==> src/rtl/lcd_pkg.sv <==
// Shared definitions for the HD44780-style LCD bus controllers (read and write side).
package lcd_pkg;

    // Bus-cycle phases shared by the LCD cycle engines.
    typedef enum logic [2:0] {
        IDLE  = 3'd0,
        SETUP = 3'd1,
        EN_HI = 3'd2,
        HOLD  = 3'd3,
        DONE  = 3'd4
    } lcd_state_e;

    // Default bus timing in iCLK cycles, common to the read and write controllers.
    localparam int unsigned DEF_CLK_DIVIDE = 16;
    localparam int unsigned DEF_SETUP_CYC  = 2;
    localparam int unsigned DEF_HOLD_CYC   = 2;
    localparam int unsigned DEF_MAX_POLLS  = 1000;

    // Busy flag position in the status byte returned by an RS=0 read.
    localparam int unsigned LCD_BF_BIT = 7;

endpackage

==> src/rtl/lcd_phase_timer.sv <==
// Phase timer: 8-bit up-counter with synchronous clear; hit flags the terminal count.
module lcd_phase_timer (
    input  logic       iCLK,
    input  logic       iRST_N,
    input  logic       clr,
    input  logic [7:0] limit,
    output logic       hit
);

    logic [7:0] cnt;

    // Count cycles spent in the current phase; cleared whenever the phase changes.
    // NOTE: sequential state uses non-blocking assignments so every flop samples pre-edge values.
    always_ff @(posedge iCLK or negedge iRST_N) begin
        if (!iRST_N)
            cnt <= '0;
        else if (clr)
            cnt <= '0;
        else
            cnt <= cnt + 8'd1;
    end

    assign hit = (cnt == limit);

endmodule

==> src/rtl/lcd_read_controller.sv <==
// Read-cycle engine for the HD44780-style LCD bus. One read per rising edge of iStart.
// Optional feature: define LCD_BUSY_POLL_EN to repeat RS=0 reads while the busy flag is set
// (bounded by MAX_POLLS, reported on oTimeout).
module lcd_read_controller
    import lcd_pkg::*;
#(
    parameter int unsigned CLK_Divide = DEF_CLK_DIVIDE,
    parameter int unsigned SETUP_CYC  = DEF_SETUP_CYC,
    parameter int unsigned HOLD_CYC   = DEF_HOLD_CYC,
    parameter int unsigned MAX_POLLS  = DEF_MAX_POLLS
) (
    input  logic       iCLK,
    input  logic       iRST_N,
    input  logic       iRS,
    input  logic       iStart,
    output logic [7:0] oDATA,
    output logic       oDone,
    output logic       oBusy,
`ifdef LCD_BUSY_POLL_EN
    output logic       oTimeout,
`endif
    input  logic [7:0] LCD_DATA,
    output logic       LCD_RW,
    output logic       LCD_EN,
    output logic       LCD_RS
);

    // Elaboration-time guard on the legal parameter ranges.
    if (CLK_Divide < 1 || CLK_Divide > 255 ||
        SETUP_CYC  < 1 || SETUP_CYC  > 255 ||
        HOLD_CYC   < 1 || HOLD_CYC   > 255 ||
        MAX_POLLS  < 1 || MAX_POLLS  > 65535) begin : g_param_check
        $error("lcd_read_controller: parameter out of range");
    end

    lcd_state_e state, state_next;

    logic       pre_start;
    logic       start_edge;
    logic       accept;
    logic       rs_q;
    logic [7:0] data_q;
    logic       sample;
    logic       timer_clr;
    logic [7:0] timer_limit;
    logic       timer_hit;

`ifdef LCD_BUSY_POLL_EN
    logic [15:0] poll_cnt;
    logic        poll_again;
    logic        poll_timeout;
    logic        timeout_q;
`endif

    // A request is a 0->1 transition; only honoured when no read is in flight.
    assign start_edge = iStart & ~pre_start;
    assign accept     = start_edge && (state == IDLE || state == DONE);

    // Register iStart for edge detection; a held-high request yields one read only.
    always_ff @(posedge iCLK or negedge iRST_N) begin
        if (!iRST_N)
            pre_start <= 1'b0;
        else
            pre_start <= iStart;
    end

    // Phase state register; reset drops RW/EN at once since both decode from state.
    always_ff @(posedge iCLK or negedge iRST_N) begin
        if (!iRST_N)
            state <= IDLE;
        else
            state <= state_next;
    end

    // Next-phase decision, sample strobe and timer control.
    // NOTE: every always_comb output gets a default first so no path infers a latch.
    always_comb begin
        state_next = state;
        sample     = 1'b0;
`ifdef LCD_BUSY_POLL_EN
        poll_again   = 1'b0;
        poll_timeout = 1'b0;
`endif
        case (state)
            IDLE, DONE: if (start_edge) state_next = SETUP;
            SETUP:      if (timer_hit)  state_next = EN_HI;
            EN_HI: begin
                if (timer_hit) begin
                    state_next = HOLD;
                    sample     = 1'b1;
                end
            end
            HOLD: begin
                if (timer_hit) begin
                    state_next = DONE;
`ifdef LCD_BUSY_POLL_EN
                    // Status read still busy: re-read unless the poll budget is spent.
                    if (!rs_q && data_q[LCD_BF_BIT]) begin
                        if (poll_cnt == 16'(MAX_POLLS - 1)) begin
                            poll_timeout = 1'b1;
                        end else begin
                            state_next = SETUP;
                            poll_again = 1'b1;
                        end
                    end
`endif
                end
            end
            default: state_next = IDLE;
        endcase
        timer_clr = (state_next != state) || (state == IDLE) || (state == DONE);
    end

    // Terminal count for the current phase (parameter - 1).
    always_comb begin
        timer_limit = 8'd0;
        case (state)
            SETUP:   timer_limit = 8'(SETUP_CYC - 1);
            EN_HI:   timer_limit = 8'(CLK_Divide - 1);
            HOLD:    timer_limit = 8'(HOLD_CYC - 1);
            default: timer_limit = 8'd0;
        endcase
    end

    lcd_phase_timer u_timer (
        .iCLK   (iCLK),
        .iRST_N (iRST_N),
        .clr    (timer_clr),
        .limit  (timer_limit),
        .hit    (timer_hit)
    );

    // Latch register select at request acceptance; it stays put for the whole read.
    always_ff @(posedge iCLK or negedge iRST_N) begin
        if (!iRST_N)
            rs_q <= 1'b0;
        else if (accept)
            rs_q <= iRS;
    end

    // Capture the bus on the edge that ends the enable pulse; hold otherwise.
    always_ff @(posedge iCLK or negedge iRST_N) begin
        if (!iRST_N)
            data_q <= '0;
        else if (sample)
            data_q <= LCD_DATA;
    end

`ifdef LCD_BUSY_POLL_EN
    // Count busy re-reads within one request and flag exhaustion of the poll budget.
    always_ff @(posedge iCLK or negedge iRST_N) begin
        if (!iRST_N) begin
            poll_cnt  <= '0;
            timeout_q <= 1'b0;
        end else if (accept) begin
            poll_cnt  <= '0;
            timeout_q <= 1'b0;
        end else begin
            if (poll_again)
                poll_cnt <= poll_cnt + 16'd1;
            if (poll_timeout)
                timeout_q <= 1'b1;
        end
    end

    assign oTimeout = timeout_q;
`endif

    assign LCD_RW = (state == SETUP) || (state == EN_HI) || (state == HOLD);
    assign LCD_EN = (state == EN_HI);
    assign LCD_RS = rs_q;
    assign oBusy  = LCD_RW;
    assign oDone  = (state == DONE);
    assign oDATA  = data_q;

endmodule

==> config.mk <==
export PLATFORM = sky130hd
export DESIGN_NAME = lcd_read_controller
export DESIGN_NICKNAME = d
export VERILOG_FILES = /design/src/rtl/lcd_pkg.sv /design/src/rtl/lcd_phase_timer.sv /design/src/rtl/lcd_read_controller.sv
export SDC_FILE = /design/constraint.sdc
export NUM_CORES = 1
export LEC_CHECK = 0
export ABC_AREA = 1
export CORE_ASPECT_RATIO = 1.4
export CORE_MARGIN = 4
export CORE_UTILIZATION = 45
export DETAILED_ROUTE_END_ITERATION = 6
export DONT_BUFFER_PORTS = 1
export MAX_ROUTING_LAYER = met4
export SYNTH_ARGS = -nofsm -noshare
export SYNTH_HDL_FRONTEND = slang
export SYNTH_SLANG_ARGS = --single-unit
==> constraint.sdc <==
create_clock -name iCLK -period 2.8 [get_ports iCLK]
set_clock_uncertainty 0.05 [all_clocks]
set_input_delay 0.56 -clock iCLK [delete_from_list [all_inputs] [get_ports iCLK]]
set_output_delay 0.56 -clock iCLK [all_outputs]
set_load 0.05 [all_outputs]
==> results.yml, run 1 <==
# synthesis and place-and-route metrics
run_status:
  outcome: "completed"
die:
  core-area_um2: 2177
  die_x_um: 48.28
  die_h_um: 64.40
  tapCellCount: 22
synth:
  ys_top_cells_by_area: "dfrtp_1, nand2_1, inv_1"
  synth_warnings: 0
  synth_cells: 120
  async_reset_ff_share_pct: 100.0
  synthAdderAreaFrac_pct: 1.224
  synth-simple-area-share_pct: 26.19
  synth-xor-area-share_pct: 2.570
  yosys_cells: 120
  yosys.area.top_type: "dfrtp_1"
  edf_count: 0
  ys_sh_mux_pct: 1.102
  topCombFamilyByArea: "simple AND/OR/NAND/NOR gates"
  yosysUniqueCellTypes: 24
place:
  place_inst: 142
  dpl.hpwl_um: 1310
  portBuffers: 0
  placed_area_um2: 1046
hold_path:
  min_from: "iStart"
  hold_class: "input pin to flip-flop"
  holdPathEnd: "pre_start"
finish:
  drive_gt1_share_pct: 12.80
  comb_cells: 76
  seq_area_share_pct: 48.55
  mi_logic_area_um2: 399.1
  fin_util_pct: 49.71
  seq_cells: 21
  largest_class: "sequential cells"
  fin_area_um2: 1082
  nNonClkInverters: 21
  clk_share_pct: 2.428
  flop_area_um2: 525.5
critical_path:
  cp_max_fo: 6
  worstSetupEndpoint: "LCD_EN"
  r2r_slack_ns: 0.87
  r2r_end: "u_timer.cnt[3]"
  cp-start-kind: "flip-flop"
  crit_path_end_kind: "primary output"
global_route:
  grt.met1_usage_pct: 15.68
  grt_overflow: 0
  grt_first_pass_wirelength_um: 2884
  globalRouteMet2Util_pct: 20.42
timing:
  worst_pin_slew_ns: 0.9236
  hold_viol: 0
  rsz0062_at_grt: "no"
  worst_slack_ns: 0.7023
  layout_min_cycle_time_ns: 2.098
route:
  drtIter0Drc: 21
  drt-total-wl_um: 1711
  maxUsedRoutingLayer: "met4"
  drc: 0
pwr:
  p_int_mw: 0.5197
  comb_power_share_pct: 44.3
  power_mw: 1.015
  pwr-share-seq_pct: 42.1
  power.density_nw_per_um2: 937.4
  pwr-share-clk_pct: 13.6
clock_tree:
  cts_hold_buf: 1
  cts_root_buffer: "clkbuf_4"
job:
  max_cap_violations: 0
**Run 1: pin placement**

Pins as bars across the die edge, other pins in grey.
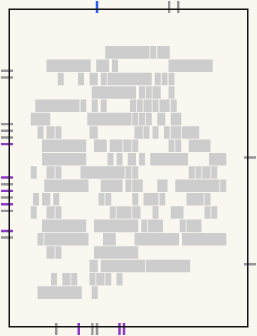
`oDone` -> blue  # pins 1, direction output, edge top
`oDATA` -> purple  # pins 8, direction output, edge 5 left, 3 bottom

**Run 1: the clock network**

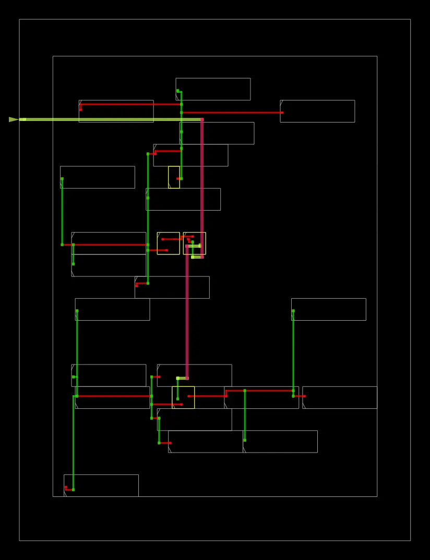
clk_lat worst skew: 0.29 ns
cts bufs inserted: 3

**Run 1: gate families picked out**

Bar = 10 um.
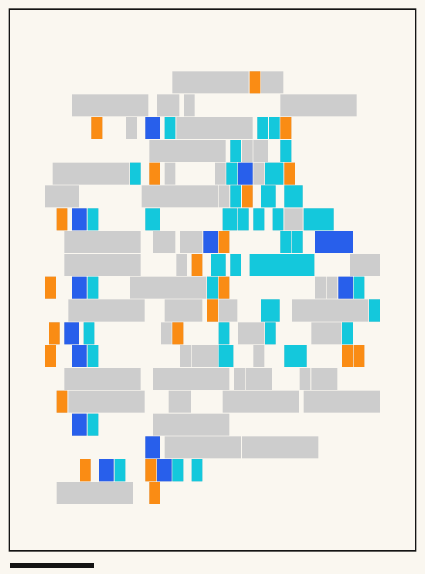
inv cells -> orange  # cells 21
nand cells -> cyan  # cells 39
aoi and oai cells -> blue  # cells 13
dominant logic cell type in the layout: nand2_1
logic share of the area: 36.88%

**Run 1: metal layers overlaid**

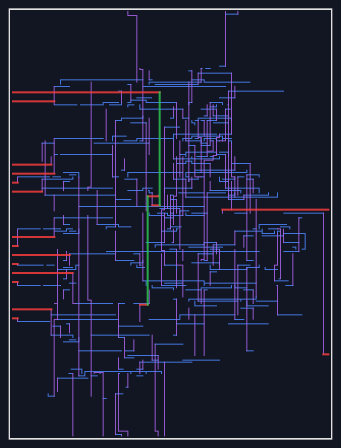
M4 -> green  # wire length 33.3 um
M2 -> purple  # wire length 781 um
M3 -> red  # wire length 98.1 um
M1 -> blue  # wire length 800 um
wire per inst: 11.64 um
all-layer global routing usage: 13.30%

==> run 1 -> run 2 <==
==> constraint.sdc (replaced) <==
create_clock -name iCLK -period 2.1 [get_ports iCLK]
set_clock_uncertainty 0.05 [all_clocks]
set_input_delay 0.42 -clock iCLK [delete_from_list [all_inputs] [get_ports iCLK]]
set_output_delay 0.42 -clock iCLK [all_outputs]
set_load 0.05 [all_outputs]
**Run 2: gate families picked out**

Bar = 10 um.
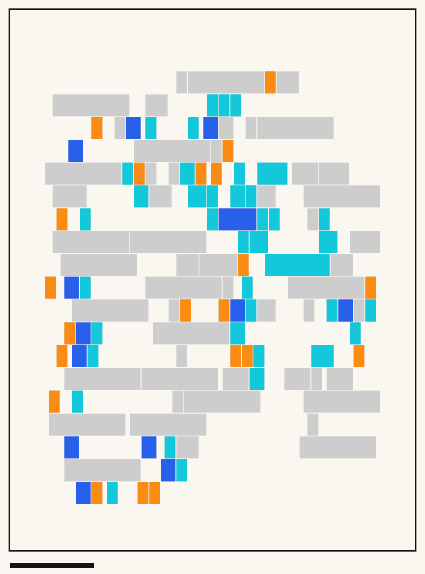
aoi and oai cells -> blue  # cells 13
nand cells -> cyan  # cells 39
inv cells -> orange  # cells 21
non-filler cells, final: 148
logic share of the area: 36.62%

==> run 2 against run 1 <==
Effect of this change: global-route usage up 1.3 points; first-iteration DRC count down 19%; non-clock buffer count up 1; clock power up 39%; register-to-register slack worse by 0.28 ns; sequential cell count unchanged; wire length up 5.9%; clock-buffer cell count unchanged; utilization up 0.34 points; total power up 36%; setup slack worse by 0.45 ns; sequential power up 32%; critical path type unchanged; highest routed layer unchanged.
==> results.yml, run 2 <==
# synthesis and place-and-route metrics
critical_path:
  worstSetupEndpoint: "oBusy"
  cp_max_fo: 4
  r2r_end: "oDATA[7]"
  r2r_slack_ns: 0.59
  cp-start-kind: "flip-flop"
pwr:
  comb_power_share_pct: 44.9
  pwr-share-seq_pct: 41.1
  power_mw: 1.376
  pwr-share-clk_pct: 14.0
  power.density_nw_per_um2: 1263
place:
  place_inst: 143
  portBuffers: 0
  placed_area_um2: 1054
global_route:
  globalRouteMet2Util_pct: 22.55
  grt_first_pass_wirelength_um: 3167
  grt.met1_usage_pct: 16.82
  grt_overflow: 0
timing:
  hold_viol: 0
  worst_slack_ns: 0.2484
  worst_pin_slew_ns: 0.9189
  layout_min_cycle_time_ns: 1.852
  rsz0062_at_grt: "no"
finish:
  layout_top_cell_excl_fill_tap: "nand2_1"
  seq_cells: 21
  fin_area_um2: 1090
  seq_area_share_pct: 48.22
  clk_share_pct: 2.411
  drive_gt1_share_pct: 13.49
  largest_class: "sequential cells"
  comb_cells: 76
  fin_util_pct: 50.06
  flop_area_um2: 525.5
die:
  die_x_um: 48.28
  die_h_um: 64.40
  core-area_um2: 2177
synth:
  synth_cells: 120
  synth-simple-area-share_pct: 26.19
  synth_warnings: 0
  yosysUniqueCellTypes: 24
  async_reset_ff_share_pct: 100.0
  yosys_cells: 120
  synthAdderAreaFrac_pct: 1.224
  topCombFamilyByArea: "simple AND/OR/NAND/NOR gates"
  synth-xor-area-share_pct: 2.570
clock_tree:
  cts_hold_buf: 1
  cts_buffers: 3
  clk_latency_ns: 0.31
run_status:
  outcome: "completed"
hold_path:
  holdPathEnd: "pre_start"
  min_from: "iStart"
route:
  drc: 0
  wl_per_cell_um: 12.24
  maxUsedRoutingLayer: "met4"
  drt-total-wl_um: 1812
  drtIter0Drc: 17
==> run 2 -> run 3 <==
--- a/config.mk
+++ b/config.mk
@@ -11,7 +11,9 @@
 export CORE_UTILIZATION = 45
 export DETAILED_ROUTE_END_ITERATION = 6
 export DONT_BUFFER_PORTS = 1
+export GPL_TIMING_DRIVEN = 0
 export MAX_ROUTING_LAYER = met4
+export SETUP_SLACK_MARGIN = 0.02
 export SYNTH_ARGS = -nofsm -noshare
 export SYNTH_HDL_FRONTEND = slang
 export SYNTH_SLANG_ARGS = --single-unit
**Run 3: sequential cells coloured by netlist name**

Other sequential cells in the stronger grey, the rest of the logic in the fainter grey.
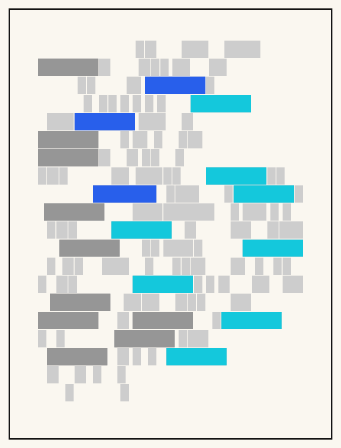
`state` -> blue  # placed flops 3
`u_timer.cnt` -> cyan  # placed flops 8

==> run 3 against run 2 <==
Effect of this change: sequential power grew 0.7%; largest cell class unchanged; fmax fell by 7.4%; register-to-register slack lost 0.35 ns; critical path type unchanged; via count is 2.3% higher.
==> results.yml, run 3 <==
# synthesis and place-and-route metrics
hold_path:
  hold_class: "input pin to flip-flop"
synth:
  yosysUniqueCellTypes: 24
  async_reset_ff_share_pct: 100.0
  synth-xor-area-share_pct: 2.570
  yosys_cells: 120
  edf_count: 0
  ys_sh_mux_pct: 1.102
  topCombFamilyByArea: "simple AND/OR/NAND/NOR gates"
  synth_cells: 120
finish:
  fin_area_um2: 1129
  seq_cells: 21
  layout_top_cell_excl_fill_tap: "nand2_1"
  clk_share_pct: 2.328
clock_tree:
  cts_buffers: 3
  clk_latency_ns: 0.29
place:
  portBuffers: 0
  dpl.hpwl_um: 1390
  placed_area_um2: 1050
die:
  die_h_um: 64.40
  tapCellCount: 22
run_status:
  outcome: "completed"
route:
  drc: 0
  drt-total-wl_um: 1879
  maxUsedRoutingLayer: "met4"
  drtIter0Drc: 11
pwr:
  power.density_nw_per_um2: 1294
  pwr-share-clk_pct: 13.0
critical_path:
  cp_max_fo: 5
  r2r_end: "u_timer.cnt[7]"
  worstSetupEndpoint: "oBusy"
global_route:
  grt_first_pass_wirelength_um: 3284
  grt_overflow: 0
  track_usage_pct: 15.21
  grt.met1_usage_pct: 17.06
timing:
  worst_slack_ns: 0.1006
  layout_min_cycle_time_ns: 1.999
  rsz0062_at_grt: "no"
job:
  max_cap_violations: 0
No activity file was given, so power comes from the tool's default toggle rates.
